`config.mk`:
```
export PLATFORM = sky130hd
export DESIGN_NAME = grid_clb_param
export DESIGN_NICKNAME = d
export VERILOG_FILES = /design/src/rtl/grid_clb_param.sv
export SDC_FILE = /design/constraint.sdc
export NUM_CORES = 1
export LEC_CHECK = 0
export CELL_PAD_IN_SITES_DETAIL_PLACEMENT = 0
export CELL_PAD_IN_SITES_GLOBAL_PLACEMENT = 1
export CORE_MARGIN = 5
export CORE_UTILIZATION = 45
export CTS_BUF_LIST = sky130_fd_sc_hd__clkbuf_16
export CTS_CLUSTER_SIZE = 8
export DETAILED_ROUTE_END_ITERATION = 6
export PLACE_DENSITY = 0.81
export SETUP_SLACK_MARGIN = 0.2
export SLEW_MARGIN = 40
export SYNTH_ARGS = -nofsm -noshare
export SYNTH_HDL_FRONTEND = slang
export SYNTH_SLANG_ARGS = --single-unit
```
`constraint.sdc`:
```
create_clock -name clk -period 11.81 [get_ports clk]
set_input_delay 2.362 -clock clk [delete_from_list [all_inputs] [get_ports clk]]
set_output_delay 2.362 -clock clk [all_outputs]
set_load 0.02 [all_outputs]
```
`src/rtl/grid_clb_param.sv`:
```
// -----------------------------------------------------------------------------
// grid_clb_param
//
// Parametrised configurable logic block tile. NUM_BLE basic logic elements,
// each a LUT_K-input LUT followed by a flip-flop. All per-BLE configuration is
// held in an in-tile serial shift chain (ccff_head -> ccff_tail). The tile
// keeps its outputs at 0 until a complete configuration image has been shifted
// in since the last reset.
//
// Per-BLE configuration field (W = 2**LUT_K + 3 bits, BLE i at cfg[i*W +: W]):
//   [2**K-1:0] truth table, indexed by the BLE's input slice
//   [2**K]     OUTSEL  1 = drive clb_O from the flip-flop, 0 = from the LUT
//   [2**K+1]   DSEL    1 = FF D comes from the chain (clb_regin / previous FF)
//   [2**K+2]   INIT    value loaded into the FF by 'set'
//
// Optional feature macro: GRID_CLB_CFG_PARITY_EN
//   When defined, one extra parity bit sits at the top of the chain. The
//   whole image must have even parity; otherwise cfg_err latches high on the
//   cycle cfg_done rises and stays high until reset, keeping clb_O at 0.
//   When undefined, cfg_err is constant 0 and there is no parity bit.
//
// Ports
//   clk         in   clock, rising edge
//   reset       in   asynchronous active-high reset
//   set         in   synchronous load of each FF with its INIT bit
//   Test_en     in   scan-shift mode for the user FFs (highest priority)
//   ccff_en     in   configuration shift enable (FFs hold unless scanning)
//   ccff_head   in   configuration serial input
//   clb_I       in   LUT inputs, BLE i uses clb_I[i*LUT_K +: LUT_K]
//   clb_regin   in   register-chain input to BLE0's FF
//   clb_scin    in   scan input to BLE0's FF
//   clb_O       out  BLE outputs (0 until configured)
//   clb_regout  out  last FF of the register chain
//   clb_scout   out  last FF of the scan chain (same FF as clb_regout)
//   ccff_tail   out  configuration serial output (top bit of the chain)
//   cfg_done    out  a full image has been shifted in since reset
//   cfg_err     out  parity error flag (parity build only)
// -----------------------------------------------------------------------------
module grid_clb_param #(
    parameter int NUM_BLE = 8,
    parameter int LUT_K   = 4
) (
    input  logic                       clk,
    input  logic                       reset,
    input  logic                       set,
    input  logic                       Test_en,
    input  logic                       ccff_en,
    input  logic                       ccff_head,
    input  logic [NUM_BLE*LUT_K-1:0]   clb_I,
    input  logic                       clb_regin,
    input  logic                       clb_scin,
    output logic [NUM_BLE-1:0]         clb_O,
    output logic                       clb_regout,
    output logic                       clb_scout,
    output logic                       ccff_tail,
    output logic                       cfg_done,
    output logic                       cfg_err
);

    localparam int TBL = 2 ** LUT_K;
    localparam int W   = TBL + 3;
`ifdef GRID_CLB_CFG_PARITY_EN
    localparam int CFG_LEN = NUM_BLE * W + 1;
`else
    localparam int CFG_LEN = NUM_BLE * W;
`endif
    localparam int CNT_W = $clog2(CFG_LEN + 1);
    localparam logic [CNT_W-1:0] CNT_FULL = CNT_W'(CFG_LEN);

    // Configuration chain, bit counter and status flags
    logic [CFG_LEN-1:0] cfg_q, cfg_d;
    logic [CNT_W-1:0]   cnt_q, cnt_d;
    logic               done_q, done_d;
    logic               err_q, err_d;

    // User flip-flops, one per BLE
    logic [NUM_BLE-1:0] q_q, q_d;

    // Outputs are released only once configured and (if checked) error-free
    logic               out_en;

    // ------------------------------------------------------------------
    // Configuration shift and load tracking
    // ------------------------------------------------------------------
    always_comb begin
        cfg_d = cfg_q;
        cnt_d = cnt_q;
        if (ccff_en) begin
            cfg_d = {cfg_q[CFG_LEN-2:0], ccff_head};
            // Counter saturates so cfg_done stays set on further shifts
            if (cnt_q != CNT_FULL) begin
                cnt_d = cnt_q + 1'b1;
            end
        end
        // Done is registered alongside the count so it asserts on the same
        // edge that captures the last configuration bit.
        done_d = (cnt_d == CNT_FULL);
    end

`ifdef GRID_CLB_CFG_PARITY_EN
    // Parity is judged once, on the image present at the edge where done
    // rises; after that the flag is sticky.
    always_comb begin
        err_d = err_q;
        if (done_d && !done_q && (^cfg_d)) begin
            err_d = 1'b1;
        end
    end
`else
    always_comb begin
        err_d = 1'b0;
    end
`endif

    always_ff @(posedge clk or posedge reset) begin
        if (reset) begin
            cfg_q  <= '0;
            cnt_q  <= '0;
            done_q <= 1'b0;
            err_q  <= 1'b0;
        end else begin
            cfg_q  <= cfg_d;
            cnt_q  <= cnt_d;
            done_q <= done_d;
            err_q  <= err_d;
        end
    end

    assign out_en = done_q & ~err_q;

    // ------------------------------------------------------------------
    // Logic elements
    // ------------------------------------------------------------------
    for (genvar gi = 0; gi < NUM_BLE; gi++) begin : g_ble
        logic [TBL-1:0] tbl;
        logic           outsel;
        logic           dsel;
        logic           init;
        logic           lut;
        logic           chain_in;
        logic           scan_in;
        logic           d;

        assign tbl    = cfg_q[gi*W +: TBL];
        assign outsel = cfg_q[gi*W + TBL];
        assign dsel   = cfg_q[gi*W + TBL + 1];
        assign init   = cfg_q[gi*W + TBL + 2];

        // Combinational LUT: the input slice addresses the truth table
        assign lut = tbl[clb_I[gi*LUT_K +: LUT_K]];

        // BLE0 is fed from the tile inputs; later BLEs from their neighbour
        if (gi == 0) begin : g_first
            assign chain_in = clb_regin;
            assign scan_in  = clb_scin;
        end else begin : g_rest
            assign chain_in = q_q[gi-1];
            assign scan_in  = q_q[gi-1];
        end

        assign d = dsel ? chain_in : lut;

        // Scan beats a config shift (which freezes the FFs), which beats set
        assign q_d[gi] = Test_en ? scan_in  :
                         ccff_en ? q_q[gi]  :
                         set     ? init     :
                                   d;

        assign clb_O[gi] = out_en ? (outsel ? q_q[gi] : lut) : 1'b0;
    end

    always_ff @(posedge clk or posedge reset) begin
        if (reset) begin
            q_q <= '0;
        end else begin
            q_q <= q_d;
        end
    end

    assign clb_regout = q_q[NUM_BLE-1];
    assign clb_scout  = q_q[NUM_BLE-1];
    assign ccff_tail  = cfg_q[CFG_LEN-1];
    assign cfg_done   = done_q;
    assign cfg_err    = err_q;

endmodule

```
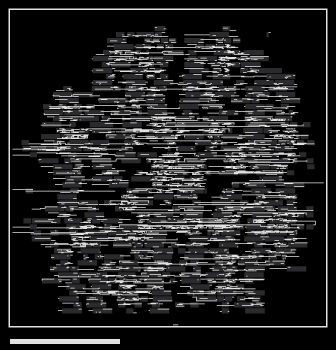
run_1/m1.png
Bar = 50 um. Cells faint in the background.
main direction: horizontal
share of all routed wire: 45%
nets with wire on the layer: 617

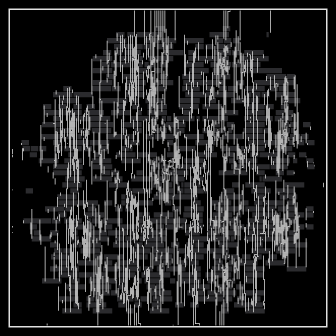
run_1/m2.png
Cells faint in the background.
share of all routed wire: 50%
wire length on this layer: 7490 um

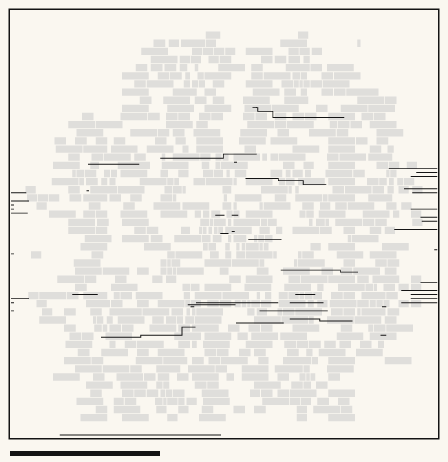
run_1/m3.png
Bar = 50 um. Cells faint in the background.
nets with wire on the layer: 36
share of all routed wire: 3.6%
wire length on this layer: 533 um
main direction: horizontal

==> metrics.yaml, run 1 <==
run_status:
  run_status: "finished, final reports clean"
finish:
  clock_buffers: 17
  most_numerous_logic_cell_after_layout: "sky130_fd_sc_hd__dfrtp_1"
  n_sequential_cell: 169
  buffer_area_frac: 0.05796
  syn2layout_area_growth_pct: 15.48
  flip_flop_count_of_the_largest_register_all_copies_and_words_added: 152
  share_of_post_route_cells_with_drive_strength_above_1: 0.3291
  seq-cell-share: 0.4599
  antennaDiodeCount: 0
  inverters: 5
  area_share_clock_buf_inv: 0.06340
  signal_buffers: 53
  multi_input_gates: 371
  comb_share: 0.3853
worst_hold_path:
  timing.hold.worst.class: "flop to flop"
  worstHoldStart: "cfg_q[34]"
  terminating_pin_of_the_worst_hold_path: "cfg_q[34]"
logic_synthesis:
  synthCells: 580
  synthXorXnorAreaFrac: 0.006599
  post_synth_mux_area_share: 0.3064
  synth.top_cells.by_count: "169 x sky130_fd_sc_hd__dfrtp_1, 159 x sky130_fd_sc_hd__mux2_2, 25 x sky130_fd_sc_hd__mux2_1"
  synth.area.top_cells: "sky130_fd_sc_hd__dfrtp_1 53%, sky130_fd_sc_hd__mux2_2 22%, sky130_fd_sc_hd__mux4_2 4.0%"
  mappedNetlistNets: 622
  seq_area_frac_synth: 0.5310
  average_cell_area_after_synthesis_um2: 13.73
  post-synth-top-count-cell: "sky130_fd_sc_hd__dfrtp_1"
  post_synth_main_logic_family: "multiplexers"
  synth-simple-area-share: 0.05986
  synth.largest_area_cell: "sky130_fd_sc_hd__dfrtp_1"
  synth.cell_area_mm2: 0.007964
  ys_sh_adder: 0.003142
setup_path:
  cpMaxStageDelayCell: "sky130_fd_sc_hd__clkdlybuf4s50_1"
  worst_setup_path_endpoint: "clb_O[3]"
  rr_worst_depth: 6
  critical_path.cell_chain: "clkdlybuf4s50_1 > mux4_2 > o22ai_1 > o22ai_1 > o211a_1 > clkdlybuf4s50_1"
  timing.rr.end: "cfg_done"
  r2r_slack_ns: 9.93
  worst_setup_path_start_kind: "input pin"
  worst_r2r_startpoint: "cnt_q[0]"
  crit_buf_inv: 2
drt:
  post-route-drc-count: 0
  detail_route.iter0.violations: 245
  wl_met3_um: 532
  drt_first_pass_iters: 4
  met2_wirelength_um: 7486
  postRouteWirelength_um: 14980
  ant_nets: 0
global_routing:
  pin_count_of_the_biggest_net_entering_global_routing: 104
  groute.layer.met3.usage: 0.04488
  grt.met1_usage: 0.2068
power:
  pwr.group.combinational_mw: 0.186
  total_power_mw: 1.425
  switching_share: 0.2509
  sequential_cell_fraction_of_total_power: 0.487
  powerSeq_mw: 0.694
  power.ir.vdd_worst_mv: 0.1158
timing:
  fin_worst_hold_slack_ns: 0.5099
  hold_viol_final: 0
  highest_clock_frequency_the_design_can_meet_ghz: 0.1418
  skew_ns: 0.006012
  timing.final.crit_period_ns: 7.051
cts:
  tritoncts.num_buffers: 17
  post_cts.repair.setup_buffers: 0
  cts_htree_levels: 4
  max-clock-path-buffers: 2
  cts_tree: "yes"
place:
  placement.io_buffers: 51
  place_worst_setup_slack_ns: 4.757
  dp.cells: 823
  detailed_place_hpwl_um: 10000
## Run 2: what changed since run 1
clock period = 6.6 ns   (was 11.81 ns; I/O delays follow)
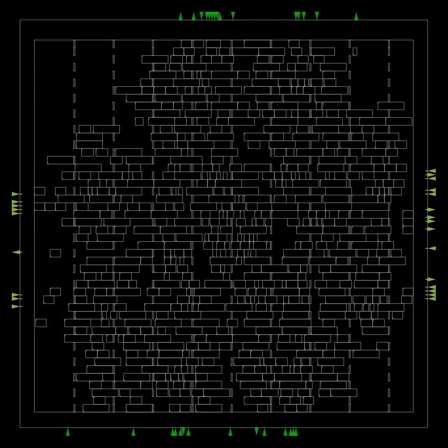
run_2/placed.png
fraction of area in registers: 0.4611
Layout fillers: 1468

==> run 2 against run 1 <==
Critical path depth is the same. Combinational power grew 77%. Largest power group unchanged. Critical path type unchanged. Sequential share of layout area grew 0.12 points. Largest cell class unchanged. Clock skew grew 0.0061 ns. Routed wire length grew 1.1%. Non-clock buffer count is the same. Count of clock-buffer cells in the layout is the same. Highest routed layer unchanged. Cell count shrank 0.12%.
==> metrics.yaml, run 2 <==
drt:
  drt_first_pass_iters: 4  # unchanged
  postRouteWirelength_um: 15130  # +1.1%
  wl_met3_um: 597  # +12%
  detail_route.iter0.violations: 259  # +5.7%
  post-route-drc-count: 0  # unchanged
  ant_nets: 0  # unchanged
logic_synthesis:
  post_synth_main_logic_family: "multiplexers"
  ys_sh_adder: 0.003142  # unchanged
  synth-simple-area-share: 0.05986  # unchanged
  average_cell_area_after_synthesis_um2: 13.73  # unchanged
  synthCells: 580  # unchanged
  post_synth_mux_area_share: 0.3064  # unchanged
  synth.top_cells.by_count: "169 x sky130_fd_sc_hd__dfrtp_1, 159 x sky130_fd_sc_hd__mux2_2, 25 x sky130_fd_sc_hd__mux2_1"
  synth.largest_area_cell: "sky130_fd_sc_hd__dfrtp_1"
  synth.area.top_cells: "sky130_fd_sc_hd__dfrtp_1 53%, sky130_fd_sc_hd__mux2_2 22%, sky130_fd_sc_hd__mux4_2 4.0%"
  post-synth-top-count-cell: "sky130_fd_sc_hd__dfrtp_1"
  synth.cell_area_mm2: 0.007964  # unchanged
setup_path:
  crit_buf_inv: 2  # unchanged
  cpMaxStageDelayCell: "sky130_fd_sc_hd__clkdlybuf4s50_1"
  r2r_slack_ns: 4.65  # -5.28 ns
  worst_r2r_startpoint: "cnt_q[0]"
  worst_setup_path_start_kind: "input pin"
  worst_setup_path_endpoint: "clb_O[2]"
  timing.rr.end: "cfg_done"
  rr_worst_depth: 6  # unchanged
finish:
  clock_buffers: 17  # unchanged
  area_share_clock_buf_inv: 0.06084  # -0.002564
  buffer_area_frac: 0.05770  # -0.0002590
  flip_flop_count_of_the_largest_register_all_copies_and_words_added: 152  # unchanged
  antennaDiodeCount: 0  # unchanged
  comb_share: 0.3863  # +0.0009985
  share_of_post_route_cells_with_drive_strength_above_1: 0.3296  # +0.0005240
  signal_buffers: 53  # unchanged
  syn2layout_area_growth_pct: 15.18
cts:
  max-clock-path-buffers: 2  # unchanged
  cts_htree_levels: 4  # unchanged
  tritoncts.num_buffers: 17  # unchanged
  post_cts.repair.setup_buffers: 0  # unchanged
  cts_tree: "yes"
power:
  pwr.group.combinational_mw: 0.329  # +77%
  sequential_cell_fraction_of_total_power: 0.494  # +0.007
  powerSeq_mw: 1.24  # +79%
  switching_share: 0.2579  # +0.006989
  power.ir.vdd_worst_mv: 0.1937  # +67%
  total_power_mw: 2.520  # +77%
timing:
  hold_viol_final: 0  # unchanged
  highest_clock_frequency_the_design_can_meet_ghz: 0.1989
  fin_worst_hold_slack_ns: 0.5133  # +0.003398 ns
  timing.final.crit_period_ns: 5.027
  skew_ns: 0.01207  # +0.006055 ns
worst_hold_path:
  timing.hold.worst.class: "flop to flop"
  worstHoldStart: "cfg_q[22]"
  terminating_pin_of_the_worst_hold_path: "cfg_q[23]"
run_status:
  run_status: "finished, final reports clean"
global_routing:
  pin_count_of_the_biggest_net_entering_global_routing: 115  # +11%
  groute.layer.met3.usage: 0.04521  # +0.0003349
  grt.met1_usage: 0.2099  # +0.003084
place:
  place_worst_setup_slack_ns: 1.629  # -3.128 ns
  dp.cells: 823  # unchanged
  placement.io_buffers: 51  # unchanged
  detailed_place_hpwl_um: 10030  # +0.32%
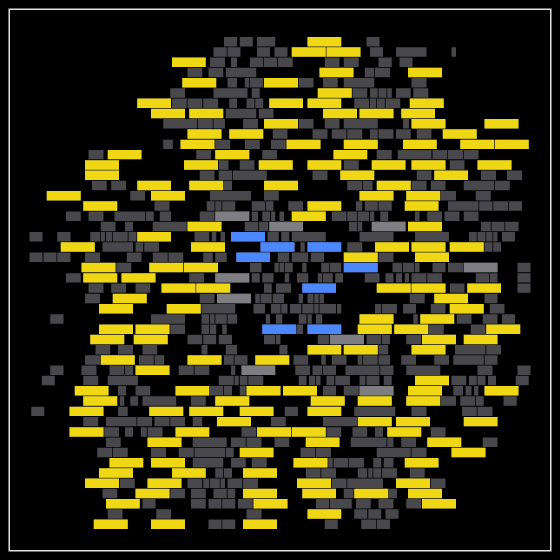
run_2/ff_map.png
legend:
  yellow:
    netlist_name: `cfg_q`
    placed_flops: 152
    where: spread over the die
  blue:
    netlist_name: `cnt_q`
    placed_flops: 8
    where: center
not colored: 9

## Run 3: what changed since run 2
CORE_UTILIZATION = 44   (was 45)
PLACE_DENSITY = 0.82   (was 0.81)
clock period = 4.2 ns   (was 6.6 ns; I/O delays follow)
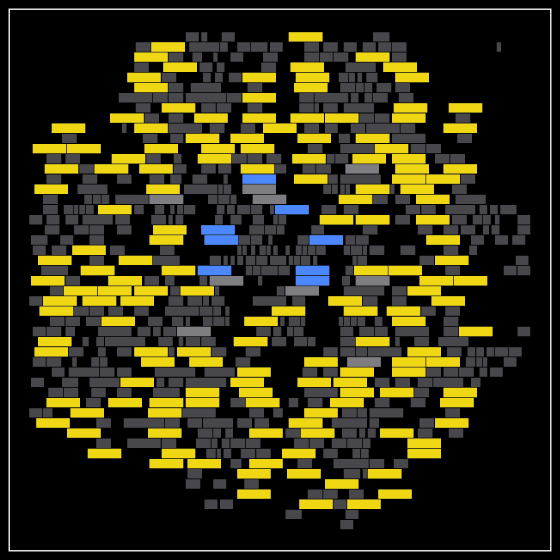
run_3/ff_map.png
legend:
  blue:
    netlist_name: `cnt_q`
    placed_flops: 8
    where: center
  yellow:
    netlist_name: `cfg_q`
    placed_flops: 152
    where: spread over the die
not colored: 9

==> run 3 against run 2 <==
First-iteration DRC count down 9.7%. Clock power rose by about 90%. Largest power group unchanged. Combinational power up about 60%. Cell count is 1.5% higher. Total power rose by 70%. Die size grew 2.1%. Flip-flop count unchanged. Non-clock buffer count increased by 7. Hold slack barely moved. Design area is 2.5% higher. Worst setup slack got worse by 1.1 ns. Via count hardly changed.
==> metrics.yaml, run 3 <==
logic_synthesis:
  seq_area_frac_synth: 0.5310
  synth-simple-area-share: 0.05986  # unchanged
  average_cell_area_after_synthesis_um2: 13.73  # unchanged
  synth-warning-count: 0
  synth.top_cells.by_count: "169 x sky130_fd_sc_hd__dfrtp_1, 159 x sky130_fd_sc_hd__mux2_2, 25 x sky130_fd_sc_hd__mux2_1"
  synth.cell_area_mm2: 0.007964  # unchanged
  synth.area.top_cells: "sky130_fd_sc_hd__dfrtp_1 53%, sky130_fd_sc_hd__mux2_2 22%, sky130_fd_sc_hd__mux4_2 4.0%"
  post_synth_main_logic_family: "multiplexers"
  ys_sh_adder: 0.003142  # unchanged
  post-synth-top-count-cell: "sky130_fd_sc_hd__dfrtp_1"
  synthXorXnorAreaFrac: 0.006599
  synthCells: 580  # unchanged
  mappedNetlistNets: 622
  yosys_area_mm2: 0.007964
  post_synth_mux_area_share: 0.3064  # unchanged
  synth.largest_area_cell: "sky130_fd_sc_hd__dfrtp_1"
cts:
  cts_htree_levels: 4  # unchanged
  tritoncts.num_buffers: 17  # unchanged
  max-clock-path-buffers: 2  # unchanged
  post_cts.repair.setup_buffers: 0  # unchanged
  cts_tree: "yes"
worst_hold_path:
  timing.hold.worst.class: "flop to flop"
  worstHoldStart: "cfg_q[26]"
  terminating_pin_of_the_worst_hold_path: "cfg_q[26]"
  worstHoldPathCells: 1
power:
  switching_share: 0.2403  # -0.01761
  total_power_mw: 4.281  # +70%
  sequential_cell_fraction_of_total_power: 0.457  # -0.037
  powerSeq_mw: 1.96  # +58%
  power.ir.vdd_worst_mv: 0.3313  # +71%
  pwr.group.combinational_mw: 0.527  # +60%
floorplanning:
  core_area_mm2: 0.01790
  rows: 49
place:
  placement.io_buffers: 51  # unchanged
  dp.cells: 833  # +1.2%
  place_worst_setup_slack_ns: 0.2116  # -1.417 ns
  detailed_place_hpwl_um: 10140  # +1.0%
timing:
  skew_ns: 0.006493  # -0.005574 ns
  fin_worst_hold_slack_ns: 0.5135  # +0.0001570 ns
  worst_tran_pin_value_ns: 0.8271
  hold_viol_final: 0  # unchanged
  highest_clock_frequency_the_design_can_meet_ghz: 0.2692
  timing.final.crit_period_ns: 3.714
  slew_headroom: 0.4486
setup_path:
  cp_common_cell: "sky130_fd_sc_hd__o22ai_1"
  cpMaxStageDelayCell: "sky130_fd_sc_hd__mux4_2"
  worst_setup_path_start_kind: "input pin"
  rr_worst_depth: 6  # unchanged
  r2r_slack_ns: 2.29  # -2.36 ns
  crit_buf_inv: 2  # unchanged
  worst_setup_path_endpoint: "clb_O[4]"
  crit_fanout: 6
  worst_r2r_startpoint: "cnt_q[0]"
  timing.rr.end: "cfg_done"
global_routing:
  grt.met1_usage: 0.2105  # +0.0006216
  groute.layer.met3.usage: 0.03869  # -0.006521
  grt_pass1_vias: 5024
  pin_count_of_the_biggest_net_entering_global_routing: 92  # -20%
drt:
  post-route-drc-count: 0  # unchanged
  ant_nets: 0  # unchanged
  detail_route.iter0.violations: 234  # -9.7%
  wl_met3_um: 531  # -11%
  postRouteWirelength_um: 15190  # +0.34%
  drt_first_pass_iters: 4  # unchanged
  avgViaCountPerCell: 5.531
  vias: 4790
finish:
  comb_share: 0.3769  # -0.009408
  ff_latch_area_mm2: 0.004229
  seq-cell-share: 0.4498  # -0.01123
  clock_buffers: 17  # unchanged
  nFillCells: 1525  # +3.9%
  signal_buffers: 60  # +13%
  syn2layout_area_growth_pct: 18.05
  area_share_clock_buf_inv: 0.07266  # +0.01183
  buffer_area_frac: 0.06774  # +0.01004
  share_of_post_route_cells_with_drive_strength_above_1: 0.3359  # +0.006332
  layout.cells.largest_class: "sequential cells"
  flip_flop_count_of_the_largest_register_all_copies_and_words_added: 152  # unchanged
  antennaDiodeCount: 0  # unchanged
  layout.cells.most_common_list: "169 x sky130_fd_sc_hd__dfrtp_1, 159 x sky130_fd_sc_hd__mux2_2, 42 x sky130_fd_sc_hd__clkdlybuf4s50_1, 25 x sky130_fd_sc_hd__mux2_1, 24 x sky130_fd_sc_hd__o22ai_1"
  top_regs: "cfg_q: 152 flops, cnt_q: 8 flops, q_q: 8 flops"
run_status:
  run_status: "finished, final reports clean"
flow_run:
  openroad.warnings: 27
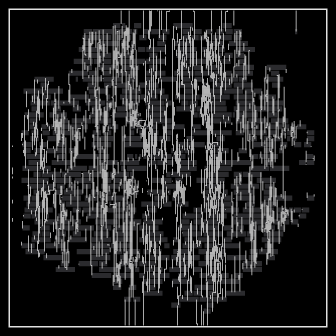
run_3/m2.png
Cells faint in the background.
nets with wire on the layer: 605
share of all routed wire: 49%
wire length on this layer: 7400 um
longest straight run: 48.6 um

Power is estimated from default activity; no workload was simulated.
